run_1/layer_met3.png
(6 px per micron) Cells faint in the background.
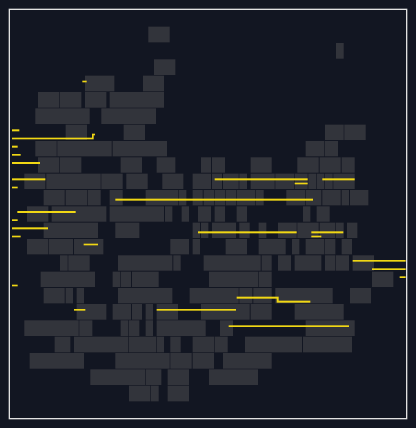
run_1/metal_density.png
(6 px per micron) 13 x 14 tiles, from dark purple (low) to yellow (high), scaled to the fullest tile. Values are wire area over tile area, all layers added.
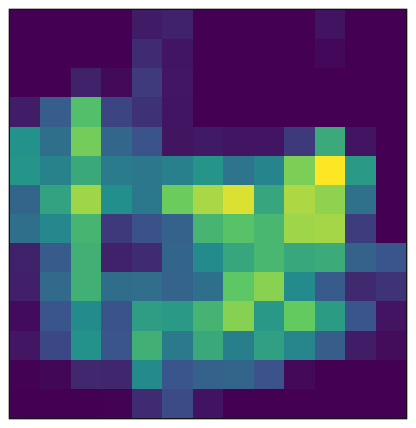
run_1/clocks.png
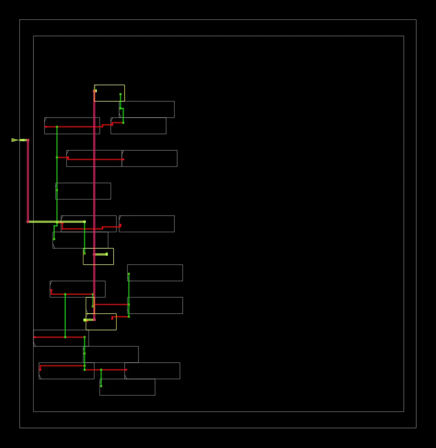
$ cat config.mk
export PLATFORM = sky130hd
export DESIGN_NAME = rr_arbiter8_flat
export DESIGN_NICKNAME = d
export VERILOG_FILES = /design/src/rtl/rr_arbiter8_if.sv /design/src/rtl/rr_arbiter8.sv /design/src/flat_wrapper.sv
export SDC_FILE = /design/constraint.sdc
export NUM_CORES = 1
export LEC_CHECK = 0
export CAP_MARGIN = 0
export CORE_AREA = 2 2 64 66
export CTS_CLUSTER_SIZE = 28
export DETAILED_ROUTE_END_ITERATION = 10
export DIE_AREA = 0 0 66 68
export PLACE_DENSITY = 0.72
export SKIP_CTS_REPAIR_TIMING = 1
export SLEW_MARGIN = 20
export SYNTH_ARGS = -nofsm -noshare
export SYNTH_HDL_FRONTEND = slang
export SYNTH_SLANG_ARGS = --single-unit
$ cat constraint.sdc
create_clock -name clk -period 6.2 [get_ports clk]
set_input_delay 1.24 -clock clk [delete_from_list [all_inputs] [get_ports clk]]
set_output_delay 1.24 -clock clk [all_outputs]
set_load 0.01 [all_outputs]
$ cat src/rtl/rr_arbiter8_if.sv
// rtl/rr_arbiter8_if.sv - request/grant bundle between requesters and the 8-way round-robin arbiter
//
// Signals:
//   en          requester side -> arbiter : 1 = new grants allowed
//   req[7:0]    requester side -> arbiter : per-requester request, held while owning
//   gnt[7:0]    arbiter -> requester side : registered one-hot grant, zero when idle
//   gnt_idx     arbiter -> requester side : binary index of current/last owner
//   gnt_valid   arbiter -> requester side : an owner currently holds the grant
//   timeout_err arbiter -> requester side : 1-cycle pulse on a forced release
// Modports: master = requester side, slave = arbiter.

interface rr_arbiter8_if;
    logic       en;
    logic [7:0] req;
    logic [7:0] gnt;
    logic [2:0] gnt_idx;
    logic       gnt_valid;
    logic       timeout_err;

    modport master (
        output en, req,
        input  gnt, gnt_idx, gnt_valid, timeout_err
    );

    modport slave (
        input  en, req,
        output gnt, gnt_idx, gnt_valid, timeout_err
    );
endinterface

$ cat src/rtl/rr_arbiter8.sv
// rtl/rr_arbiter8.sv - 8-way round-robin arbiter with hold-until-release ownership
//
// Ports:
//   clk    in  single clock, all state on rising edge
//   rst_n  in  asynchronous active-low reset
//   bus    rr_arbiter8_if.slave (en, req in; gnt, gnt_idx, gnt_valid, timeout_err out)
// Parameters:
//   MAX_HOLD  max cycles one owner may hold the grant (>= 2), used only with ARB_HOLD_TIMEOUT_EN
//   TW        hold counter width, 2**TW > MAX_HOLD
// Optional feature macro: ARB_HOLD_TIMEOUT_EN (forced release after MAX_HOLD cycles).
// Sequence per grant: IDLE (arbitrate) -> GRANT (held while owner req) -> RELEASE (dead cycle) -> IDLE.

module rr_arbiter8 #(
    parameter int MAX_HOLD = 16,
    parameter int TW       = 5
) (
    input  logic         clk,
    input  logic         rst_n,
    rr_arbiter8_if.slave bus
);

    if (MAX_HOLD < 2 || (2 ** TW) <= MAX_HOLD) begin : g_param_check
        $error("rr_arbiter8: need MAX_HOLD >= 2 and 2**TW > MAX_HOLD");
    end

    typedef enum logic [1:0] {
        IDLE    = 2'd0,
        GRANT   = 2'd1,
        RELEASE = 2'd2
    } state_t;

    state_t     state, state_nx;
    logic [2:0] ptr, ptr_nx;
    logic [2:0] idx, idx_nx;
    logic [7:0] gnt_q, gnt_nx;
    logic       valid_q, valid_nx;
    logic       terr_q, terr_nx;
    logic [2:0] winner;
    logic       owner_req;
    logic       force_rel;

    // Lowest offset from ptr wins: scan from the far end so nearer hits overwrite.
    always_comb begin : pick
        winner = ptr;
        for (int i = 7; i >= 0; i--) begin
            if (bus.req[ptr + 3'(i)]) winner = ptr + 3'(i);
        end
    end

    assign owner_req = bus.req[idx];

`ifdef ARB_HOLD_TIMEOUT_EN
    logic [TW-1:0] hold_cnt, hold_nx;
    // hold_cnt counts completed GRANT cycles after the first, so MAX_HOLD-1 means
    // the owner has had MAX_HOLD cycles of grant.
    assign force_rel = owner_req && (hold_cnt == TW'(MAX_HOLD - 1));
`else
    assign force_rel = 1'b0;
`endif

    // State register
    always_ff @(posedge clk or negedge rst_n) begin
        if (!rst_n) state <= IDLE;
        else        state <= state_nx;
    end

    // Next-state logic
    always_comb begin
        state_nx = state;
        case (state)
            IDLE:    if (bus.en && |bus.req) state_nx = GRANT;
            GRANT:   if (!owner_req || force_rel) state_nx = RELEASE;
            RELEASE: state_nx = IDLE;
            default: state_nx = IDLE;
        endcase
    end

    // Output / datapath next values; all outputs leave the block from flops.
    always_comb begin
        ptr_nx   = ptr;
        idx_nx   = idx;
        gnt_nx   = gnt_q;
        valid_nx = valid_q;
        terr_nx  = 1'b0;
`ifdef ARB_HOLD_TIMEOUT_EN
        hold_nx  = hold_cnt;
`endif
        case (state)
            IDLE: begin
                if (state_nx == GRANT) begin
                    idx_nx   = winner;
                    gnt_nx   = 8'b1 << winner;
                    valid_nx = 1'b1;
`ifdef ARB_HOLD_TIMEOUT_EN
                    hold_nx  = '0;
`endif
                end else begin
                    gnt_nx   = 8'h00;
                    valid_nx = 1'b0;
                end
            end
            GRANT: begin
                if (state_nx == RELEASE) begin
                    gnt_nx   = 8'h00;
                    valid_nx = 1'b0;
                    ptr_nx   = idx + 3'd1;
                    terr_nx  = force_rel;
                end
`ifdef ARB_HOLD_TIMEOUT_EN
                else if (hold_cnt != TW'(MAX_HOLD)) begin
                    hold_nx = hold_cnt + 1'b1;
                end
`endif
            end
            default: begin
                gnt_nx   = 8'h00;
                valid_nx = 1'b0;
            end
        endcase
    end

    // Datapath registers
    always_ff @(posedge clk or negedge rst_n) begin
        if (!rst_n) begin
            ptr      <= 3'd0;
            idx      <= 3'd0;
            gnt_q    <= 8'h00;
            valid_q  <= 1'b0;
            terr_q   <= 1'b0;
`ifdef ARB_HOLD_TIMEOUT_EN
            hold_cnt <= '0;
`endif
        end else begin
            ptr      <= ptr_nx;
            idx      <= idx_nx;
            gnt_q    <= gnt_nx;
            valid_q  <= valid_nx;
            terr_q   <= terr_nx;
`ifdef ARB_HOLD_TIMEOUT_EN
            hold_cnt <= hold_nx;
`endif
        end
    end

    assign bus.gnt         = gnt_q;
    assign bus.gnt_idx     = idx;
    assign bus.gnt_valid   = valid_q;
    assign bus.timeout_err = terr_q;

endmodule

$ cat src/flat_wrapper.sv
// flat-port wrapper written by rule: the top's interface ports become plain ports
module rr_arbiter8_flat 
#(
    parameter int MAX_HOLD = 16,
    parameter int TW       = 5
)
  (clk, rst_n, bus_en, bus_req, bus_gnt, bus_gnt_idx, bus_gnt_valid, bus_timeout_err);
  rr_arbiter8_if bus_i ();
  input  logic clk;
  input  logic rst_n;
  input wire logic [$bits(bus_i.en)-1:0] bus_en;
  input wire logic [$bits(bus_i.req)-1:0] bus_req;
  output wire logic [$bits(bus_i.gnt)-1:0] bus_gnt;
  output wire logic [$bits(bus_i.gnt_idx)-1:0] bus_gnt_idx;
  output wire logic [$bits(bus_i.gnt_valid)-1:0] bus_gnt_valid;
  output wire logic [$bits(bus_i.timeout_err)-1:0] bus_timeout_err;
  assign bus_i.en = bus_en;
  assign bus_i.req = bus_req;
  assign bus_gnt = bus_i.gnt;
  assign bus_gnt_idx = bus_i.gnt_idx;
  assign bus_gnt_valid = bus_i.gnt_valid;
  assign bus_timeout_err = bus_i.timeout_err;
  rr_arbiter8 #(.MAX_HOLD(MAX_HOLD), .TW(TW)) u_core (.clk(clk), .rst_n(rst_n), .bus(bus_i));
endmodule
==> summary.txt, run 1 <==
run metrics: clk latency late pin=0.25 ns, Yosys top cell by instances=sky130_fd_sc_hd__dfrtp_1, Reg2Reg Depth=9, sequential share of power=0.214, Worst Hold Path EP=u_core.bus.gnt_valid, count of distinct cell types in the synthesized netlist=45, critical path depth in cells=7, non-clock buffer contribution to total cell area=0.125, count of inserted antenna diode cells=0, die extent in x=66 microns, peak per-stage delay on the critical path=0.63 ns, via count normalized by instance count=6.07, post-CTS clock slew at the launch and capture registers of the worst setup and hold paths=0.06 ns, count of buffers from port buffering=22, xor/xnor cell area share of the yosys netlist=0.0356, tally of filler cells in the layout=372, Worst Path Class, Setup=primary input to flop, Compound-Gate Fraction of Synth Area=0.216, most area-hungry cell type in the Yosys netlist=sky130_fd_sc_hd__dfrtp_1, Post-Synth Simple-Gate Area=0.115, Critical path origin=bus_req[6], setup slack of the worst register-to-register path=2.59 ns, cell chain of the critical path=clkdlybuf4s50_1 -> mux4_1 -> mux2i_1 -> nand2_1 -> o21ai_1 -> xnor2_1 -> mux2_2, Max Clk Rate=0.273 GHz, multiplexer share of the synthesized area=0.276, internal cell power=0.580 mW, Worst Tran Pin Value=0.767 ns, area occupied by multi-input gates=995 sq um, number of pins exceeding their max-slew limit in the final report=0, run status=completed, most frequently placed logic cell in the final layout=sky130_fd_sc_hd__clkdlybuf4s50_1, vias in the first global route=1281, number of nets at floorplan=155, Hold Vio Cnt, Final=0, Tapcells=50, Dominant flop cell=sky130_fd_sc_hd__dfrtp_1, critical register-to-register path endpoint=u_core.bus.gnt[4], clock tree from TritonCTS=yes, number of design-rule violations left by the first detailed-router iteration=116, Tot Pwr=1.13 mW, Logic Gate Count=112, class of the tightest hold or removal check=flop to flop, global router's overall resource usage=0.170, Log Warnings=27, static leakage power=0.703 nW, estimated wirelength of the detail-placed design=2660 microns, num ports=24, count of H-tree levels built during CTS=1, Final Non-Filler Cells=210, sum of buffers and inverters on the critical path=1, Fin Setup TNS=0 ns, Antenna Nets Post-Route=0, adder-cell area share of the yosys netlist=0.0254, final design area excluding fillers=1770 sq um, number of ordinary and repair buffers in the finished layout=22, Routed wire per std cell=16.9 microns, proportion of cell area occupied by registers=0.241, cell total in the yosys stat output=141, Critical Path Source Type=primary input, first-pass GRT wire length=5870 microns, residual DRC count=0, RePlAce Congestion=0.892, top cell family by delay on the critical path=multiplexers, router iterations before antenna repair=4, FP Util=0.383, initial antenna violation count=0, largest net degree at the start of global routing=23, termination of the worst setup path=u_core.bus.gnt_idx[0], part of the power in combinational logic=0.714, slowest cell on the critical path=sky130_fd_sc_hd__mux4_1, Placement Cell Area=1720 sq um, Hold Path Cell Cnt=1, max-slew headroom at the worst pin=0.489, number of endpoints failing setup at the final stage=0, Net Sw Power=0.552 mW, yosys stat chip area=1480 sq um, cells after synthesis=141, proportion of netlist area held by the largest area contributor=0.288, VDD IR max=0.293 mV, Worst Hold Margin=0.487 ns, final worst path period share=0.592, Largest cells by area=sky130_fd_sc_hd__dfrtp_1, sky130_fd_sc_hd__mux4_2, sky130_fd_sc_hd__a32o_1, most used standard cells in the synthesized netlist=sky130_fd_sc_hd__dfrtp_1, sky130_fd_sc_hd__nand2_1, sky130_fd_sc_hd__a21oi_1, sky130_fd_sc_hd__mux4_2, dominant kind of cell by area=logic gates, required time worst endpoint=6.34 ns, multi-input gate share of the layout cell area=0.563, combined area of all synthesized cells=1480 sq um
-- layer_met3.png (at the start) --
nets with wire on the layer: 25
longest straight run: 32.7 microns
main direction: horizontal
DR vias: 1275
grt met3 use: 0.0164

-- metal_density.png (at the start) --
nearly empty tiles: 30%
mean over tiles: 0.13
fullest tile: 0.46
emptiest ninth of the die: upper right

-- clocks.png (at the start) --
number of sinks driven by the clock tree: 17
setup clock skew after layout: 0.00384 ns
sequential cell count: 17
clkbuf count: 4

==> run 1: power groups by stage <==
stage,clock (mW),combinational (mW),sequential (mW)
after floorplan,0,0.642,0.205
after global placement,0,0.769,0.240
after detailed placement,0,0.799,0.243
after CTS,0.0831,0.803,0.243
after global routing,0.0896,0.887,0.256
final,0.0810,0.809,0.242
==> run 1: sequential cells by signal, indices dropped and copies added, names as in the netlist <==
signal                count
u_core.state              2
u_core.bus.gnt_idx        3
u_core.ptr                3
u_core.bus.gnt            8
u_core.bus.gnt_valid      1
==> run 1: per-layer routing <==
| metal | share of wire | GRT usage |
|---|---|---|
| met3 | 0.053 | 0.0164 |
| met2 | 0.50 | 0.295 |
| met4 | 0.014 | 0.0689 |
| met5 | 0 | 0 |
| met1 | 0.43 | 0.220 |
run_1/sizes.png
(4 px per micron)
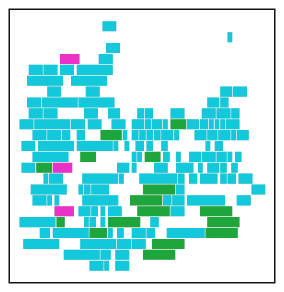

==> run 2: changes to the inputs <==
- clock period: 6.2 -> 3.7 ns (I/O delays scaled with it)
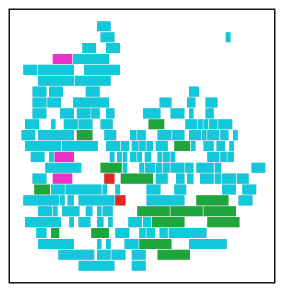
run_2/sizes.png
(4 px per micron)
legend:
  _6 and larger:
    colour: magenta
    cells: 3
  _3 and _4 cells:
    colour: red
    cells: 2
  _2 cells:
    colour: green
    cells: 16
  _0 and _1 cells:
    colour: cyan
    cells: 141
final design area excluding fillers: 1780 sq um
worst-case setup margin in the final layout: 0.590 ns
layout-stage area growth over the synthesis result: 20.8%

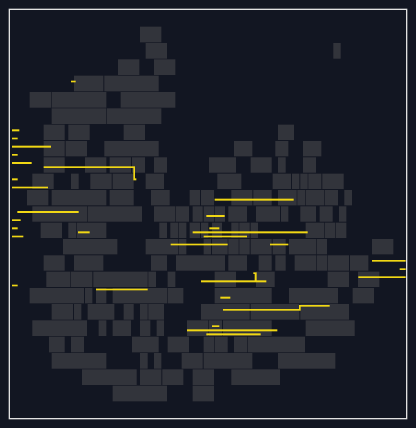
run_2/layer_met3.png
(6 px per micron) Cells faint in the background.
longest straight run: 18.9 microns
main direction: horizontal
share of all routed wire: 5.2%
wire length on this layer: 184 microns
nets with wire on the layer: 29

==> run 2 against run 1 <==
Compared with the run above: register-to-register slack got worse by 1.9 ns; cell count increased by 0.95%; sequential share of layout area decreased by 0.20 points; largest cell class unchanged; clock power increased by 64%; highest routed layer unchanged; first-iteration DRC count decreased by 4.3%; global-route usage decreased by 0.60 points; synthesized cell count unchanged.
==> summary.txt, run 2 <==
run metrics: static leakage power=0.713 nW (was 0.703 nW), number of design-rule violations left by the first detailed-router iteration=111 (was 116), sequential logic power=0.358 mW (was 0.242 mW), clk latency late pin=0.25 ns (about the same), run status=completed (unchanged), Compound-Gate Fraction of Synth Area=0.216 (unchanged), xor/xnor cell area share of the yosys netlist=0.0356 (unchanged), slowest cell on the critical path=sky130_fd_sc_hd__mux4_1 (unchanged), sum of buffers and inverters on the critical path=1 (unchanged), Data arrival, critical path=3.24 ns (was 3.81 ns), Hold Vio Cnt, Final=0 (unchanged), number of nets at floorplan=155 (unchanged), top cell family by delay on the critical path=AND-OR/OR-AND gates (was multiplexers), initial antenna violation count=0 (unchanged), first-pass GRT wire length=5730 microns (was 5870 microns), die area=4490 sq um (unchanged), combined area of all synthesized cells=1480 sq um (unchanged), most crowded layer after global routing=met2 (unchanged), count of H-tree levels built during CTS=1 (unchanged), Yosys top cell by instances=sky130_fd_sc_hd__dfrtp_1 (unchanged), global router's overall resource usage=0.164 (was 0.170), power drawn by the clock network=0.133 mW (was 0.0810 mW), number of pins exceeding their max-slew limit in the final report=0 (unchanged), area occupied by multi-input gates=995 sq um (unchanged), vias in the first global route=1211 (was 1281), max-slew headroom at the worst pin=0.476 (was 0.489), GR Util met1=0.212 (was 0.220), number of endpoints failing setup at the final stage=0 (unchanged), DR vias=1279 (was 1275), count of inserted antenna diode cells=0 (unchanged), wire length on met2=1710 microns (was 1790 microns), combinational power=1.41 mW (was 0.809 mW), number of ordinary and repair buffers in the finished layout=24 (was 22), count of distinct cell types in the synthesized netlist=45 (unchanged), via count normalized by instance count=6.03 (was 6.07), peak per-stage delay on the critical path=0.65 ns (was 0.63 ns), Placement Cell Area=1730 sq um (was 1720 sq um), Post-Synth Simple-Gate Area=0.115 (unchanged), RePlAce Congestion=0.847 (was 0.892), met3 wire length=183 microns (was 186 microns), clock tree from TritonCTS=yes (unchanged), most frequently placed logic cell in the final layout=sky130_fd_sc_hd__clkdlybuf4s50_1 (unchanged), sequential share of power=0.188 (was 0.214), required time worst endpoint=3.83 ns (was 6.34 ns), proportion of netlist area held by the largest area contributor=0.288 (unchanged), power per standard cell area=1070 nW/um^2 (was 641 nW/um^2), Place WS=0.355 ns (was 2.30 ns), die extent in x=66 microns (unchanged), clkbuf count=4 (unchanged), Dominant flop cell=sky130_fd_sc_hd__dfrtp_1 (unchanged), Critical Path Source Type=primary input (unchanged), number of sinks driven by the clock tree=17 (unchanged), residual DRC count=0 (unchanged), minimum clock period after layout=3.11 ns, internal cell power=0.986 mW (was 0.580 mW), VDD IR max=0.498 mV (was 0.293 mV), dominant kind of cell by area=logic gates (unchanged), most area-hungry cell type in the Yosys netlist=sky130_fd_sc_hd__dfrtp_1 (unchanged), sequential cell count=17 (unchanged), uppermost signal routing layer after detailed routing=met4 (unchanged), Log Warnings=27 (unchanged), heaviest power group=combinational cells (unchanged), grt met3 use=0.0247 (was 0.0164), cells after synthesis=141 (unchanged), Tapcells=50 (unchanged), GRT met2 Usage=0.279 (was 0.295), non-clock buffer contribution to total cell area=0.132 (was 0.125), DIE HEIGHT=68 microns (unchanged), multi-input gate share of the layout cell area=0.558 (was 0.563), estimated wirelength of the detail-placed design=2640 microns (was 2660 microns), FP Util=0.383 (unchanged), cell chain of the critical path=clkdlybuf4s50_1 -> mux4_1 -> mux2i_1 -> o21ai_0 -> o21ai_1 -> o211ai_1 -> a221o_1 -> a32o_1 (was clkdlybuf4s50_1 -> mux4_1 -> mux2i_1 -> nand2_1 -> o21ai_1 -> xnor2_1 -> mux2_2), yosys stat chip area=1480 sq um (unchanged), Worst Path Class, Setup=primary input to flop (unchanged), tally of filler cells in the layout=395 (was 372), num ports=24 (unchanged), router iterations before antenna repair=4 (unchanged), cell total in the yosys stat output=141 (unchanged), count of buffers from port buffering=22 (unchanged), Net Sw Power=0.918 mW (was 0.552 mW), routed metal-1 wirelength=1580 microns (was 1510 microns), Worst Tran Pin Value=0.786 ns (was 0.767 ns), Largest cells by area=sky130_fd_sc_hd__dfrtp_1, sky130_fd_sc_hd__mux4_2, sky130_fd_sc_hd__a32o_1 (unchanged), final worst path period share=0.841, Fin Setup TNS=0 ns (unchanged), Routed wire per std cell=16.5 microns (was 16.9 microns), setup clock skew after layout=0.00159 ns (was 0.00384 ns), Worst Hold Margin=0.483 ns (was 0.487 ns), Max Clk Rate=0.322 GHz, Final Non-Filler Cells=212 (was 210), maximum capacitance violations=0 (unchanged), Antenna Nets Post-Route=0 (unchanged), part of the power in combinational logic=0.742 (was 0.714), class of the tightest hold or removal check=flop to flop (unchanged), Logic Gate Count=112 (unchanged), largest net degree at the start of global routing=23 (unchanged), multiplexer share of the synthesized area=0.276 (unchanged), most used standard cells in the synthesized netlist=sky130_fd_sc_hd__dfrtp_1, sky130_fd_sc_hd__nand2_1, sky130_fd_sc_hd__a21oi_1, sky130_fd_sc_hd__mux4_2 (unchanged), flip-flop count of the largest register after layout=8 (unchanged), post-CTS clock slew at the launch and capture registers of the worst setup and hold paths=0.06 ns (about the same), adder-cell area share of the yosys netlist=0.0254 (unchanged)
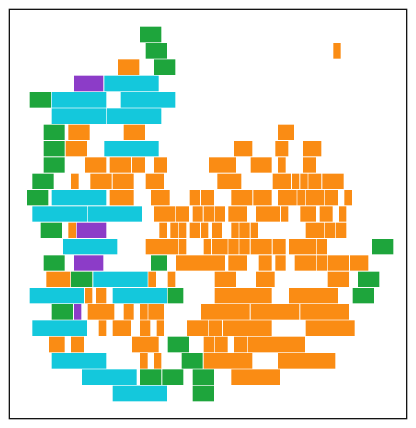
run_2/placement_by_type.png
(6 px per micron)
legend:
  other buffers and delay cells:
    colour: green
    cells: 24
    share_of_their_area: 14%
  clock drivers and dummy loads:
    colour: purple
    cells: 4
    share_of_their_area: 2.6%
  flops:
    colour: cyan
    cells: 17
    share_of_their_area: 25%
  combinational and other logic:
    colour: orange
    cells: 117
    share_of_their_area: 59%
final cell utilization of the core: 0.462
proportion of cell area occupied by registers: 0.239
Core ar.: 3860 sq um
number of placement rows: 23

## run 2: through the flow
step	utilization	power, mW
2_1_floorplan	-	1.42
3_3_place_gp	0.449	1.72
3_5_place_dp	0.449	1.76
4_1_cts	0.461	1.90
5_1_grt	0.462	2.06
6_report	0.462	1.90
## run 2: path summary, 6_finish.rpt
check	start	end	slack, ns	cells past startpoint
worst max register to register	u_core.ptr[1]	u_core.bus.gnt[5]	0.65	9
worst min register to register	u_core.bus.gnt_valid	u_core.bus.gnt_valid	0.48	1
worst max-delay path	bus_req[4]	u_core.bus.gnt[5]	0.59	8
min in group asynchronous	rst_n	u_core.bus.gnt[2]	0.93	1
max in group asynchronous	rst_n	u_core.ptr[2]	2.32	1
worst min-delay path	u_core.bus.gnt_valid	u_core.bus.gnt_valid	0.48	1
run_2/clocks.png
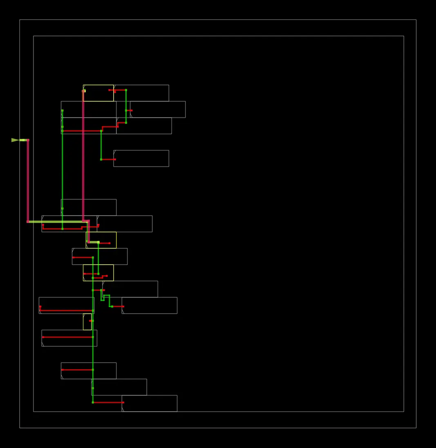

==> run 3: changes to the inputs <==
- clock period: 3.7 -> 3.2 ns (I/O delays scaled with it)
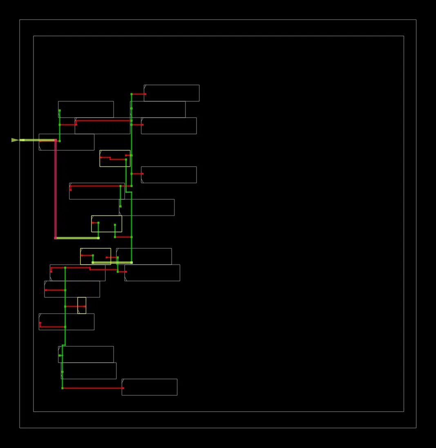
run_3/clocks.png
power drawn by the clock network: 0.153 mW
setup clock skew after layout: 0.00163 ns

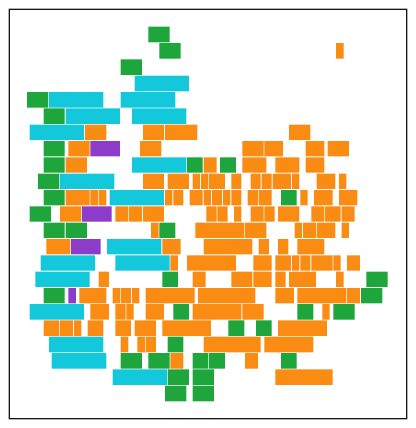
run_3/placement_by_type.png
(6 px per micron)
legend:
  combinational and other logic:
    colour: orange
    cells: 117
    share_of_their_area: 56%
  other buffers and delay cells:
    colour: green
    cells: 35
    share_of_their_area: 18%
  clock drivers and dummy loads:
    colour: purple
    cells: 4
    share_of_their_area: 2.5%
  flops:
    colour: cyan
    cells: 17
    share_of_their_area: 24%
proportion of cell area occupied by registers: 0.229
final cell utilization of the core: 0.482
final design area excluding fillers: 1860 sq um

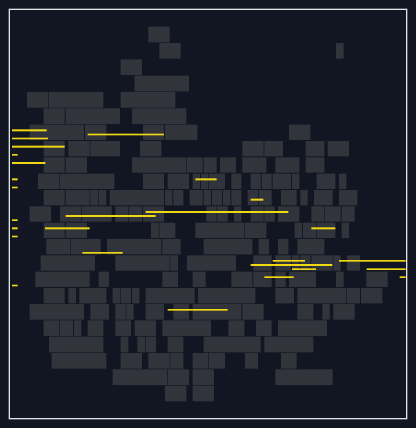
run_3/layer_met3.png
(6 px per micron) Cells faint in the background.
share of all routed wire: 4.3%
wire length on this layer: 157 microns

==> run 3 against run 2 <==
Compared with the run above: first-iteration DRC count up 26%; worst setup slack worse by 0.42 ns; critical path type unchanged; die area unchanged; final area up 4.4%; sequential power up 11%.
==> summary.txt, run 3 <==
run metrics: run status=completed (unchanged), sum of buffers and inverters on the critical path=1 (unchanged), count of inserted antenna diode cells=0 (unchanged), number of pins exceeding their max-slew limit in the final report=0 (unchanged), class of the tightest hold or removal check=flop to flop (unchanged), flip-flop count of the largest register after layout=8 (unchanged), most used standard cells in the synthesized netlist=sky130_fd_sc_hd__dfrtp_1, sky130_fd_sc_hd__nand2_1, sky130_fd_sc_hd__a21oi_1, sky130_fd_sc_hd__mux4_2 (unchanged), Compound-Gate Fraction of Synth Area=0.216 (unchanged), global router's overall resource usage=0.178 (was 0.164), combinational power=1.71 mW (was 1.41 mW), Max FO, Critical Path=7 (unchanged), sequential share of power=0.175 (was 0.188), cells after synthesis=141 (unchanged), clock tree from TritonCTS=yes (unchanged), setup slack of the worst register-to-register path=0.35 ns (was 0.65 ns), Tot Pwr=2.26 mW (was 1.90 mW), Clock Root Buffer=sky130_fd_sc_hd__clkbuf_8 (unchanged), residual DRC count=0 (unchanged), part of the power in combinational logic=0.757 (was 0.742), post-CTS clock slew at the launch and capture registers of the worst setup and hold paths=0.06 ns (about the same), internal cell power=1.19 mW (was 0.986 mW), number of placement rows=23 (unchanged), Max Clk Rate=0.330 GHz, max-slew headroom at the worst pin=0.293 (was 0.476), proportion of netlist area held by the largest area contributor=0.288 (unchanged), required time worst endpoint=3.38 ns (was 3.83 ns), Yosys top cell by instances=sky130_fd_sc_hd__dfrtp_1 (unchanged), startpoint of the worst register-to-register path=u_core.ptr[1] (unchanged), Post-Synth Simple-Gate Area=0.115 (unchanged), Routed wire per std cell=16.4 microns (was 16.5 microns), Final Non-Filler Cells=223 (was 212), multiplexer share of the synthesized area=0.276 (unchanged), Worst Tran Pin Value=1.06 ns (was 0.786 ns), adder-cell area share of the yosys netlist=0.0254 (unchanged), Placement Cell Area=1810 sq um (was 1730 sq um), Reg2Reg Depth=10 (was 9), first-pass GRT wire length=6290 microns (was 5730 microns), peak per-stage delay on the critical path=0.64 ns (was 0.65 ns), heaviest power group=combinational cells (unchanged), number of endpoints failing setup at the final stage=0 (unchanged), Dominant flop cell=sky130_fd_sc_hd__dfrtp_1 (unchanged), Core ar.=3860 sq um (unchanged), FP Util=0.383 (unchanged), xor/xnor cell area share of the yosys netlist=0.0356 (unchanged), Worst Hold Path EP=u_core.bus.gnt_valid (unchanged), yosys stat chip area=1480 sq um (unchanged), num ports=24 (unchanged), cell chain of the critical path=clkdlybuf4s50_1 -> mux4_1 -> a22o_1 -> o211a_1 -> o22ai_1 -> a211oi_1 -> nor2b_1 -> a32o_1 (was clkdlybuf4s50_1 -> mux4_1 -> mux2i_1 -> o21ai_0 -> o21ai_1 -> o211ai_1 -> a221o_1 -> a32o_1), VDD IR max=0.562 mV (was 0.498 mV), count of distinct cell types in the synthesized netlist=45 (unchanged), most common logic cells in the final layout=sky130_fd_sc_hd__clkdlybuf4s50_1, sky130_fd_sc_hd__dfrtp_1, sky130_fd_sc_hd__buf_4 (was sky130_fd_sc_hd__clkdlybuf4s50_1, sky130_fd_sc_hd__dfrtp_1, sky130_fd_sc_hd__nand2_1), Worst Hold Margin=0.482 ns (was 0.483 ns), layout-stage area growth over the synthesis result=26.0% (was 20.8%), Place WS=-0.0540 ns (was 0.355 ns), number of sinks driven by the clock tree=17 (unchanged), Fin Setup TNS=0 ns (unchanged), die area=4490 sq um (unchanged), termination of the worst setup path=u_core.bus.gnt[1] (was u_core.bus.gnt[5]), RePlAce Congestion=0.924 (was 0.847), final worst path period share=0.946, DR vias=1338 (was 1279), most area-hungry cell type in the Yosys netlist=sky130_fd_sc_hd__dfrtp_1 (unchanged), cell total in the yosys stat output=141 (unchanged), critical register-to-register path endpoint=u_core.bus.gnt[1] (was u_core.bus.gnt[5]), minimum clock period after layout=3.03 ns, Log Warnings=27 (unchanged), Net Sw Power=1.08 mW (was 0.918 mW), Avg Inst Size Synth=10.5 sq um (unchanged), number of nets at floorplan=155 (unchanged), count of H-tree levels built during CTS=1 (unchanged), Antenna Nets Post-Route=0 (unchanged), power per standard cell area=1220 nW/um^2 (was 1070 nW/um^2), Worst Hold Launch=u_core.bus.gnt_valid (unchanged), Hold Vio Cnt, Final=0 (unchanged), worst-case setup margin in the final layout=0.173 ns (was 0.590 ns), maximum capacitance violations=0 (unchanged), part of the Yosys area used for sequential elements=0.288 (unchanged), count of buffers from port buffering=22 (unchanged), most frequently placed logic cell in the final layout=sky130_fd_sc_hd__clkdlybuf4s50_1 (unchanged), router iterations before antenna repair=4 (unchanged), top cell family by delay on the critical path=AND-OR/OR-AND gates (unchanged), Critical Path Source Type=primary input (unchanged), via count normalized by instance count=6.00 (was 6.03), sequential logic power=0.397 mW (was 0.358 mW), estimated wirelength of the detail-placed design=2860 microns (was 2640 microns), vias in the first global route=1333 (was 1211), clk latency late pin=0.24 ns (was 0.25 ns), critical path depth in cells=8 (unchanged), DIE HEIGHT=68 microns (unchanged), slowest cell on the critical path=sky130_fd_sc_hd__mux4_1 (unchanged), Hold Path Cell Cnt=1 (unchanged), Worst Path Class, Setup=primary input to flop (unchanged), static leakage power=0.764 nW (was 0.713 nW), Critical path origin=bus_req[7] (was bus_req[4])
[run 3: netlist changes by cell type in the layout (fill, tap and decap cells not counted), sizes merged]
cell,before,now
buf,2,13
[run 3: cell type report]
cell class / instances / area, sq um
Fill cell: 382 / 2000
Multi-Input combinational cell: 112 / 990
Sequential cell: 17 / 425
Timing Repair Buffer: 35 / 318
Tap cell: 50 / 62.6
Clock buffer: 4 / 45.0
Inverter: 5 / 18.8
[run 3: per-layer routing]
metal / vias up / global-route usage / routed length [microns]
met5: - / 0 / 0
met4: 0 / 0.0434 / 16
met3: 2 / 0.0181 / 156
met2: 41 / 0.321 / 1890
met1: 670 / 0.230 / 1600
li1: 625 / - / -
Power figures rest on the tool's default switching activity, not on a simulated workload.
